--- src/rtl/routing_lookup_arbiter_if.sv ---
// ----------------------------------------------------------------------------
// routing_lookup_arbiter_if
//
// Purpose: bundles every non-clock/reset signal of routing_lookup_arbiter:
// the per-requester lookup request channel, the routing-table lookup port
// and the valid/ready response channel.
//
// Signals:
//   req_valid   [REQ_N]      requester -> arbiter, lookup request (held)
//   req_ready   [REQ_N]      arbiter -> requester, one-hot accept pulse
//   req_dest    [REQ_N*24]   packed destination addresses, req i at [24*i +: 24]
//   req_src     [REQ_N*4]    packed source ids, req i at [4*i +: 4]
//   tbl_destination_address  arbiter -> table
//   tbl_source_id            arbiter -> table
//   tbl_routing_opcode       table -> arbiter, 1-cycle registered read
//   resp_valid / resp_ready  response handshake
//   resp_opcode, resp_req_id, resp_error  response payload
//   busy                     arbiter not idle
//
// Modports: slave = arbiter side, master = requesters/table/consumer side.
// ----------------------------------------------------------------------------
interface routing_lookup_arbiter_if #(
    parameter int REQ_N = 4,
    parameter int ID_W  = 2
);
    logic [REQ_N-1:0]    req_valid;
    logic [REQ_N-1:0]    req_ready;
    logic [REQ_N*24-1:0] req_dest;
    logic [REQ_N*4-1:0]  req_src;

    logic [23:0]         tbl_destination_address;
    logic [3:0]          tbl_source_id;
    logic [27:0]         tbl_routing_opcode;

    logic                resp_valid;
    logic                resp_ready;
    logic [27:0]         resp_opcode;
    logic [ID_W-1:0]     resp_req_id;
    logic                resp_error;
    logic                busy;

    modport slave (
        input  req_valid, req_dest, req_src, tbl_routing_opcode, resp_ready,
        output req_ready, tbl_destination_address, tbl_source_id,
               resp_valid, resp_opcode, resp_req_id, resp_error, busy
    );

    modport master (
        output req_valid, req_dest, req_src, tbl_routing_opcode, resp_ready,
        input  req_ready, tbl_destination_address, tbl_source_id,
               resp_valid, resp_opcode, resp_req_id, resp_error, busy
    );
endinterface

--- src/rtl/routing_lookup_arbiter.sv ---
// ----------------------------------------------------------------------------
// routing_lookup_arbiter
//
// Purpose: shares one single-ported routing table among REQ_N requesters.
// A round-robin arbiter accepts one request at a time, drives the table
// inputs, waits out the table's 1-cycle registered read and returns the
// 28-bit routing opcode on a valid/ready response channel.
//
// Ports:
//   clk      clock, all state changes on the rising edge
//   reset_n  synchronous active-low reset
//   bus      routing_lookup_arbiter_if.slave (request, table, response, busy)
//
// Optional feature (macro ROUTE_RANGE_CHECK_EN): when defined, the table
// index idx = dest + src*NODES + 1 is checked at accept; out-of-range
// requests skip the table and answer one cycle later with resp_opcode=0,
// resp_error=1. When undefined, resp_error stays 0 and every request
// performs a lookup.
// ----------------------------------------------------------------------------
module routing_lookup_arbiter #(
    parameter int REQ_N       = 4,
    parameter int NODES       = 4,
    parameter int TABLE_DEPTH = 64,
    parameter int ID_W        = 2
) (
    input  logic                     clk,
    input  logic                     reset_n,
    routing_lookup_arbiter_if.slave  bus
);

    // Elaboration-time guard against inconsistent parameter sets.
    if (ID_W != $clog2(REQ_N) || REQ_N < 2 || REQ_N > 8 ||
        NODES < 1 || TABLE_DEPTH < 1) begin : g_param_check
        $error("routing_lookup_arbiter: illegal parameter combination");
    end

    typedef enum logic [1:0] {
        IDLE    = 2'd0,
        LOOKUP  = 2'd1,
        CAPTURE = 2'd2,
        RESP    = 2'd3
    } state_t;

    state_t          state_q, state_d;
    logic [ID_W-1:0] rr_ptr_q, rr_ptr_d;
    logic [23:0]     tbl_dest_q, tbl_dest_d;
    logic [3:0]      tbl_src_q, tbl_src_d;
    logic [27:0]     resp_opcode_q, resp_opcode_d;
    logic [ID_W-1:0] resp_req_id_q, resp_req_id_d;
    logic            resp_error_q, resp_error_d;

    logic            grant_found;
    logic [ID_W-1:0] grant_idx;
    logic [ID_W-1:0] cand;
    logic [REQ_N-1:0] req_ready_c;
    logic [23:0]     sel_dest;
    logic [3:0]      sel_src;
    logic            range_bad;

    // Round-robin search: first asserted requester starting at rr_ptr.
    always_comb begin
        grant_found = 1'b0;
        grant_idx   = '0;
        cand        = '0;
        for (int k = 0; k < REQ_N; k++) begin
            cand = ID_W'((int'(rr_ptr_q) + k) % REQ_N);
            if (!grant_found && bus.req_valid[cand]) begin
                grant_found = 1'b1;
                grant_idx   = cand;
            end
        end
    end

    assign sel_dest = bus.req_dest[24*grant_idx +: 24];
    assign sel_src  = bus.req_src[4*grant_idx +: 4];

`ifdef ROUTE_RANGE_CHECK_EN
    // Full 32-bit index so large dest values cannot wrap into range.
    logic [31:0] lookup_idx;
    assign lookup_idx = {8'd0, sel_dest} + (32'(sel_src) * 32'(NODES)) + 32'd1;
    assign range_bad  = (lookup_idx < 32'd1) || (lookup_idx > 32'(TABLE_DEPTH));
`else
    assign range_bad  = 1'b0;
`endif

    always_comb begin
        state_d       = state_q;
        rr_ptr_d      = rr_ptr_q;
        tbl_dest_d    = tbl_dest_q;
        tbl_src_d     = tbl_src_q;
        resp_opcode_d = resp_opcode_q;
        resp_req_id_d = resp_req_id_q;
        resp_error_d  = resp_error_q;
        req_ready_c   = '0;

        case (state_q)
            IDLE: begin
                if (grant_found) begin
                    req_ready_c[grant_idx] = 1'b1;
                    resp_req_id_d          = grant_idx;
                    rr_ptr_d               = ID_W'((int'(grant_idx) + 1) % REQ_N);
                    if (range_bad) begin
                        // Table untouched; answer directly with an error.
                        resp_opcode_d = '0;
                        resp_error_d  = 1'b1;
                        state_d       = RESP;
                    end else begin
                        tbl_dest_d = sel_dest;
                        tbl_src_d  = sel_src;
                        state_d    = LOOKUP;
                    end
                end
            end
            LOOKUP: begin
                // Table registers tbl_* at the end of this cycle.
                state_d = CAPTURE;
            end
            CAPTURE: begin
                resp_opcode_d = bus.tbl_routing_opcode;
                resp_error_d  = 1'b0;
                state_d       = RESP;
            end
            RESP: begin
                if (bus.resp_ready) begin
                    state_d = IDLE;
                end
            end
            default: state_d = IDLE;
        endcase
    end

    always_ff @(posedge clk) begin
        if (!reset_n) begin
            state_q       <= IDLE;
            rr_ptr_q      <= '0;
            tbl_dest_q    <= '0;
            tbl_src_q     <= '0;
            resp_opcode_q <= '0;
            resp_req_id_q <= '0;
            resp_error_q  <= 1'b0;
        end else begin
            state_q       <= state_d;
            rr_ptr_q      <= rr_ptr_d;
            tbl_dest_q    <= tbl_dest_d;
            tbl_src_q     <= tbl_src_d;
            resp_opcode_q <= resp_opcode_d;
            resp_req_id_q <= resp_req_id_d;
            resp_error_q  <= resp_error_d;
        end
    end

    // No accept may be signalled while reset is asserted, even though the
    // state register already reads IDLE.
    assign bus.req_ready               = reset_n ? req_ready_c : '0;
    assign bus.tbl_destination_address = tbl_dest_q;
    assign bus.tbl_source_id           = tbl_src_q;
    assign bus.resp_valid              = (state_q == RESP);
    assign bus.resp_opcode             = resp_opcode_q;
    assign bus.resp_req_id             = resp_req_id_q;
    assign bus.resp_error              = resp_error_q;
    assign bus.busy                    = (state_q != IDLE);

endmodule

--- src/flat_wrapper.sv ---
// flat-port wrapper written by rule: the top's interface ports become plain ports
module routing_lookup_arbiter_flat 
#(
    parameter int REQ_N       = 4,
    parameter int NODES       = 4,
    parameter int TABLE_DEPTH = 64,
    parameter int ID_W        = 2
)
  (clk, reset_n, bus_req_valid, bus_req_dest, bus_req_src, bus_tbl_routing_opcode, bus_resp_ready, bus_req_ready, bus_tbl_destination_address, bus_tbl_source_id, bus_resp_valid, bus_resp_opcode, bus_resp_req_id, bus_resp_error, bus_busy);
  routing_lookup_arbiter_if #(.REQ_N(REQ_N), .ID_W(ID_W)) bus_i ();
  input  logic clk;
  input  logic reset_n;
  input wire logic [$bits(bus_i.req_valid)-1:0] bus_req_valid;
  input wire logic [$bits(bus_i.req_dest)-1:0] bus_req_dest;
  input wire logic [$bits(bus_i.req_src)-1:0] bus_req_src;
  input wire logic [$bits(bus_i.tbl_routing_opcode)-1:0] bus_tbl_routing_opcode;
  input wire logic [$bits(bus_i.resp_ready)-1:0] bus_resp_ready;
  output wire logic [$bits(bus_i.req_ready)-1:0] bus_req_ready;
  output wire logic [$bits(bus_i.tbl_destination_address)-1:0] bus_tbl_destination_address;
  output wire logic [$bits(bus_i.tbl_source_id)-1:0] bus_tbl_source_id;
  output wire logic [$bits(bus_i.resp_valid)-1:0] bus_resp_valid;
  output wire logic [$bits(bus_i.resp_opcode)-1:0] bus_resp_opcode;
  output wire logic [$bits(bus_i.resp_req_id)-1:0] bus_resp_req_id;
  output wire logic [$bits(bus_i.resp_error)-1:0] bus_resp_error;
  output wire logic [$bits(bus_i.busy)-1:0] bus_busy;
  assign bus_i.req_valid = bus_req_valid;
  assign bus_i.req_dest = bus_req_dest;
  assign bus_i.req_src = bus_req_src;
  assign bus_i.tbl_routing_opcode = bus_tbl_routing_opcode;
  assign bus_i.resp_ready = bus_resp_ready;
  assign bus_req_ready = bus_i.req_ready;
  assign bus_tbl_destination_address = bus_i.tbl_destination_address;
  assign bus_tbl_source_id = bus_i.tbl_source_id;
  assign bus_resp_valid = bus_i.resp_valid;
  assign bus_resp_opcode = bus_i.resp_opcode;
  assign bus_resp_req_id = bus_i.resp_req_id;
  assign bus_resp_error = bus_i.resp_error;
  assign bus_busy = bus_i.busy;
  routing_lookup_arbiter #(.REQ_N(REQ_N), .NODES(NODES), .TABLE_DEPTH(TABLE_DEPTH), .ID_W(ID_W)) u_core (.clk(clk), .reset_n(reset_n), .bus(bus_i));
endmodule
--- config.mk ---
export PLATFORM = sky130hd
export DESIGN_NAME = routing_lookup_arbiter_flat
export DESIGN_NICKNAME = d
export VERILOG_FILES = /design/src/rtl/routing_lookup_arbiter_if.sv /design/src/rtl/routing_lookup_arbiter.sv /design/src/flat_wrapper.sv
export SDC_FILE = /design/constraint.sdc
export NUM_CORES = 1
export LEC_CHECK = 0
export CAP_MARGIN = 20
export CORE_ASPECT_RATIO = 1.5
export CORE_MARGIN = 1.5
export CORE_UTILIZATION = 36
export CTS_CLUSTER_DIAMETER = 30
export DETAILED_ROUTE_END_ITERATION = 6
export GPL_ROUTABILITY_DRIVEN = 1
export PLACE_DENSITY = 0.86
export SYNTH_ARGS = -nofsm -noshare
export SYNTH_HDL_FRONTEND = slang
export SYNTH_SLANG_ARGS = --single-unit
--- constraint.sdc ---
create_clock -name clk -period 2.2 [get_ports clk]
set_input_delay 0.22 -clock clk [delete_from_list [all_inputs] [get_ports clk]]
set_output_delay 0.22 -clock clk [all_outputs]
set_load 0.1 [all_outputs]
run_1/sizing.png
(3 px per µm)
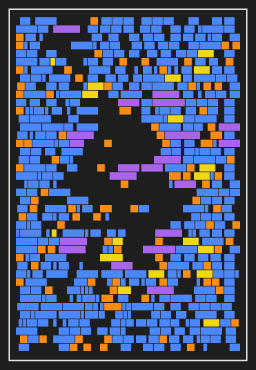
legend:
  x6 and larger:
    color: purple
    cells: 20
    share: 3.8%
  x1 and smaller:
    color: blue
    cells: 400
    share: 75%
  x3 and x4:
    color: orange
    cells: 93
    share: 18%
  x2:
    color: yellow
    cells: 18
    share: 3.4%
Layout area overhead: 83.70%
Final Instance Area: 5684 µm²
worst setup margin: 0.1200 ns
Non-clock buffers: 238

run_1/class_map.png
(3 px per µm)
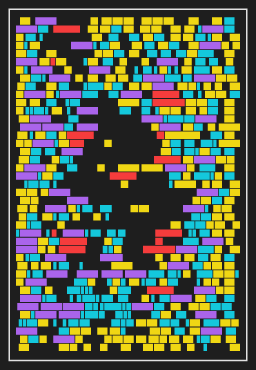
legend:
  clock drivers and dummy loads:
    color: red
    cells: 16
  remaining buffers and delay cells:
    color: yellow
    cells: 238
  registers:
    color: purple
    cells: 62
  remaining logic cells:
    color: cyan
    cells: 215
Rows: 41
core area: 8362 µm²
Finished Core Util: 67.98%

run_1/congestion_map.png
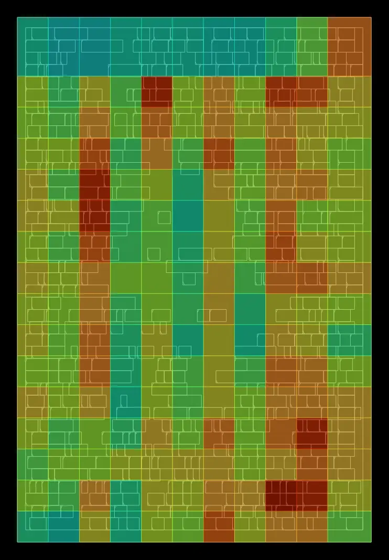
GR met2 Demand/Resource: 40.00%
met3 Resource Use GR: 6.797%
Tot GR Track Use: 21.21%

==> job_summary.md, run 1 <==
### Yosys + OpenROAD results

| Metric | Value |
|---|---|
| Post-synth top flop | `dfxtp_1` |
| Peak Freq | `480.8 MHz` |
| M1 wire length | `3.561 mm` |
| Setup CP Type | `in2out` |
| Adder Area Share | `1.617%` |
| Max power group | `combinational cells` |
| Comb. pwr | `5.71 mW` |
| Internal | `4.272 mW` |
| Highest cell delay on the worst timing path | `0.54 ns` |
| Status | `complete, no violations` |
| Dpl cells | `620` |
| Total congestion overflow | `0` |
| Area-dominant class | `non-clock buffers` |
| Combinational share of power | `63.7%` |
| Switching share of power | `52.32%` |
| Arrival @ worst endpoint | `1.86 ns` |
| Post-synthesis sequential area ratio | `40.11%` |
| Cts hold-fix bufs | `0` |
| Placed inst area | `5319 µm²` |
| # nets final | `677` |
| Sequential share of cell area | `21.86%` |
## run 1: what timing repair did
action,in CTS,in global routing
pin swaps,1,0
cloned,1,0
resized,0,1
setup endpoints to repair,2,1
buffers inserted,1,0
## run 1: worst reg2reg max path: cells and delay by family (launching register included)
kind                   cells  cell delay [ns]
buffers and inverters      2             0.47
muxes                      2             0.44
DFF                        1             0.37
and+or+nand+nor            2             0.26
AOI/OAI and AO/OA          1             0.12
## run 1: state kept, by name, indices dropped and copies added, names as in the netlist
signal and count:
u_core.bus.resp_opcode 28, u_core.bus.resp_req_id 2, u_core.bus.tbl_destination_address 24, u_core.bus.tbl_source_id 4, u_core.rr_ptr_q 2, u_core.state_q 2
run_1/closeup.png
Window x 7 to 32, y 75 to 100 µm. Cells in gray, sequential cells in the stronger gray; small squares are vias.
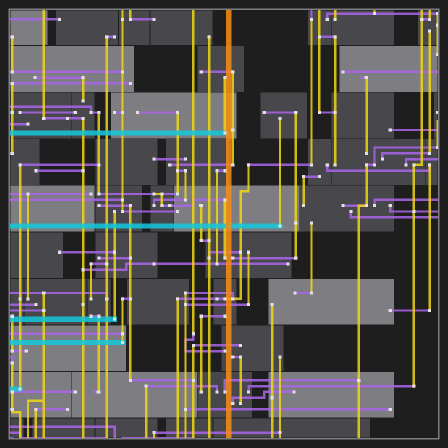

==> run 2, diff against run 1 <==
CELL_PAD_IN_SITES_DETAIL_PLACEMENT = 1   (was default)
CELL_PAD_IN_SITES_GLOBAL_PLACEMENT = 1   (was default)
CORE_UTILIZATION = 25   (was 36)
PLACE_DENSITY = 0.84   (was 0.86)
SLEW_MARGIN = 20   (was default)
run_2/closeup.png
Window x 11 to 36, y 92 to 117 µm. Cells in gray, sequential cells in the stronger gray; small squares are vias.
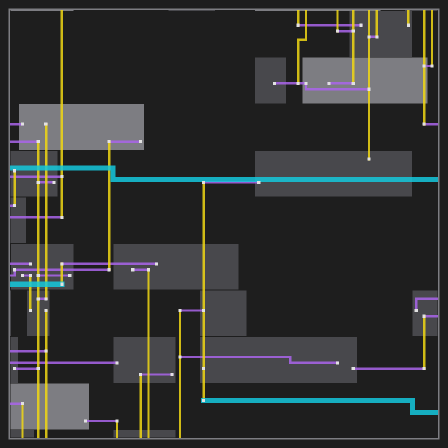
legend:
  M1:
    color: purple
  M3:
    color: cyan
  M2:
    color: yellow
sequential cells in the window: 3
cells with their middle in the window: 13
netlist names of flops here include: `u_core.bus.resp_opcode` (3)
most frequent: mux2i_1 (3), dfxtp_1 (3), clkbuf_16 (2)

run_2/m1.png
(3 px per µm)
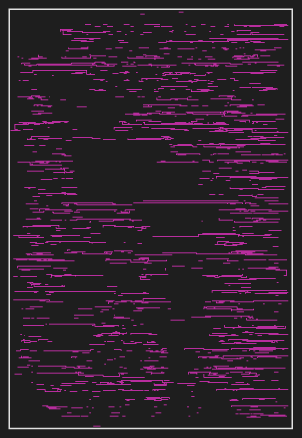
main direction: horizontal
nets with wire on the layer: 569
met1 Use GR: 16.40%
DR vias: 3204
DRT Wirelength: 11.46 mm

==> run 2 against run 1 <==
Against the previous run: critical path depth decreased by 2; worst hold slack improved by 0.0074 ns; total power decreased by 1.6%; synthesized cell count unchanged; cell count is 7.8% higher.
==> job_summary.md, run 2 <==
### Yosys + OpenROAD results

| Metric | Value |
|---|---|
| Dpl cells | `669` |
| Combinational share of power | `65.8%` |
| Switching share of power | `54.23%` |
| Worst setup margin | `0.07440 ns` |
| Tot GR Track Use | `17.17%` |
| GR met2 Demand/Resource | `34.17%` |
| Most frequent logic cell in the layout | `clkdlybuf4s50_1` |
| Part of the power in the clock network | `14.3%` |
| Max power group | `combinational cells` |
| Rows | `49` |
| Total congestion overflow | `0` |
| Adder Area Share | `1.617%` |
| Post-synthesis sequential area ratio | `40.11%` |
| Post-CTS Setup Repair Bufs | `0` |
| Met3 Resource Use GR | `5.464%` |
| Cts bufs inserted | `9` |
| Distinct lib cells | `27` |
| Finished Core Util | `47.64%` |
| Post-synth top flop | `dfxtp_1` |
| # nets final | `681` |
| Peak Freq | `470.5 MHz` |
| Internal | `4.036 mW` |
| Placed inst area | `5426 µm²` |
| Layout area overhead | `85.00%` |
| Arrival @ worst endpoint | `1.91 ns` |
| Status | `complete, no violations` |
| Final Instance Area | `5724 µm²` |
| Highest cell delay on the worst timing path | `0.39 ns` |
| M1 wire length | `4.055 mm` |
| Largest register FFs | `28` |
| Cts hold-fix bufs | `0` |
| Comb. pwr | `5.80 mW` |
| Yosys cell count | `299` |
| Setup CP Type | `reg2out` |
| CTS H-tree depth | `3` |
| CTS-repair resized insts | `2` |
| Core area | `12020 µm²` |
run 2: cell count changes in the layout (fill, tap and decap cells not counted), sizes merged:
cell	previous run	this run
bufinv	2	0
bufbuf	1	0
buf	91	96
clkinv	3	5
run 2: cell type report:
class	instances	share of cell area, %
inverter	6	0.3934
clock inverter	6	0.6776
multi-input combinational	209	29.79
tap	153	3.344
sequential	62	21.70
clock buffer	10	4.000
timing repair buffer	242	40.09
run 2: worst max-delay path, delay by kind of cell, from the launching register on:
kind | cells | cell delay, ns
and+or+nand+nor | 3 | 0.48
buffers and inverters | 3 | 0.47
DFF | 1 | 0.39
muxes | 1 | 0.23
run 2: cell families after synthesis:
kind of cell    after synthesis
compound gates               39
xor+xnor                      1
fa+ha+maj                     4
buf+inv                      28
flops                        62
mux                          87
other cells                   1
simple gates                 77
Power and IR drop assume default switching activity.
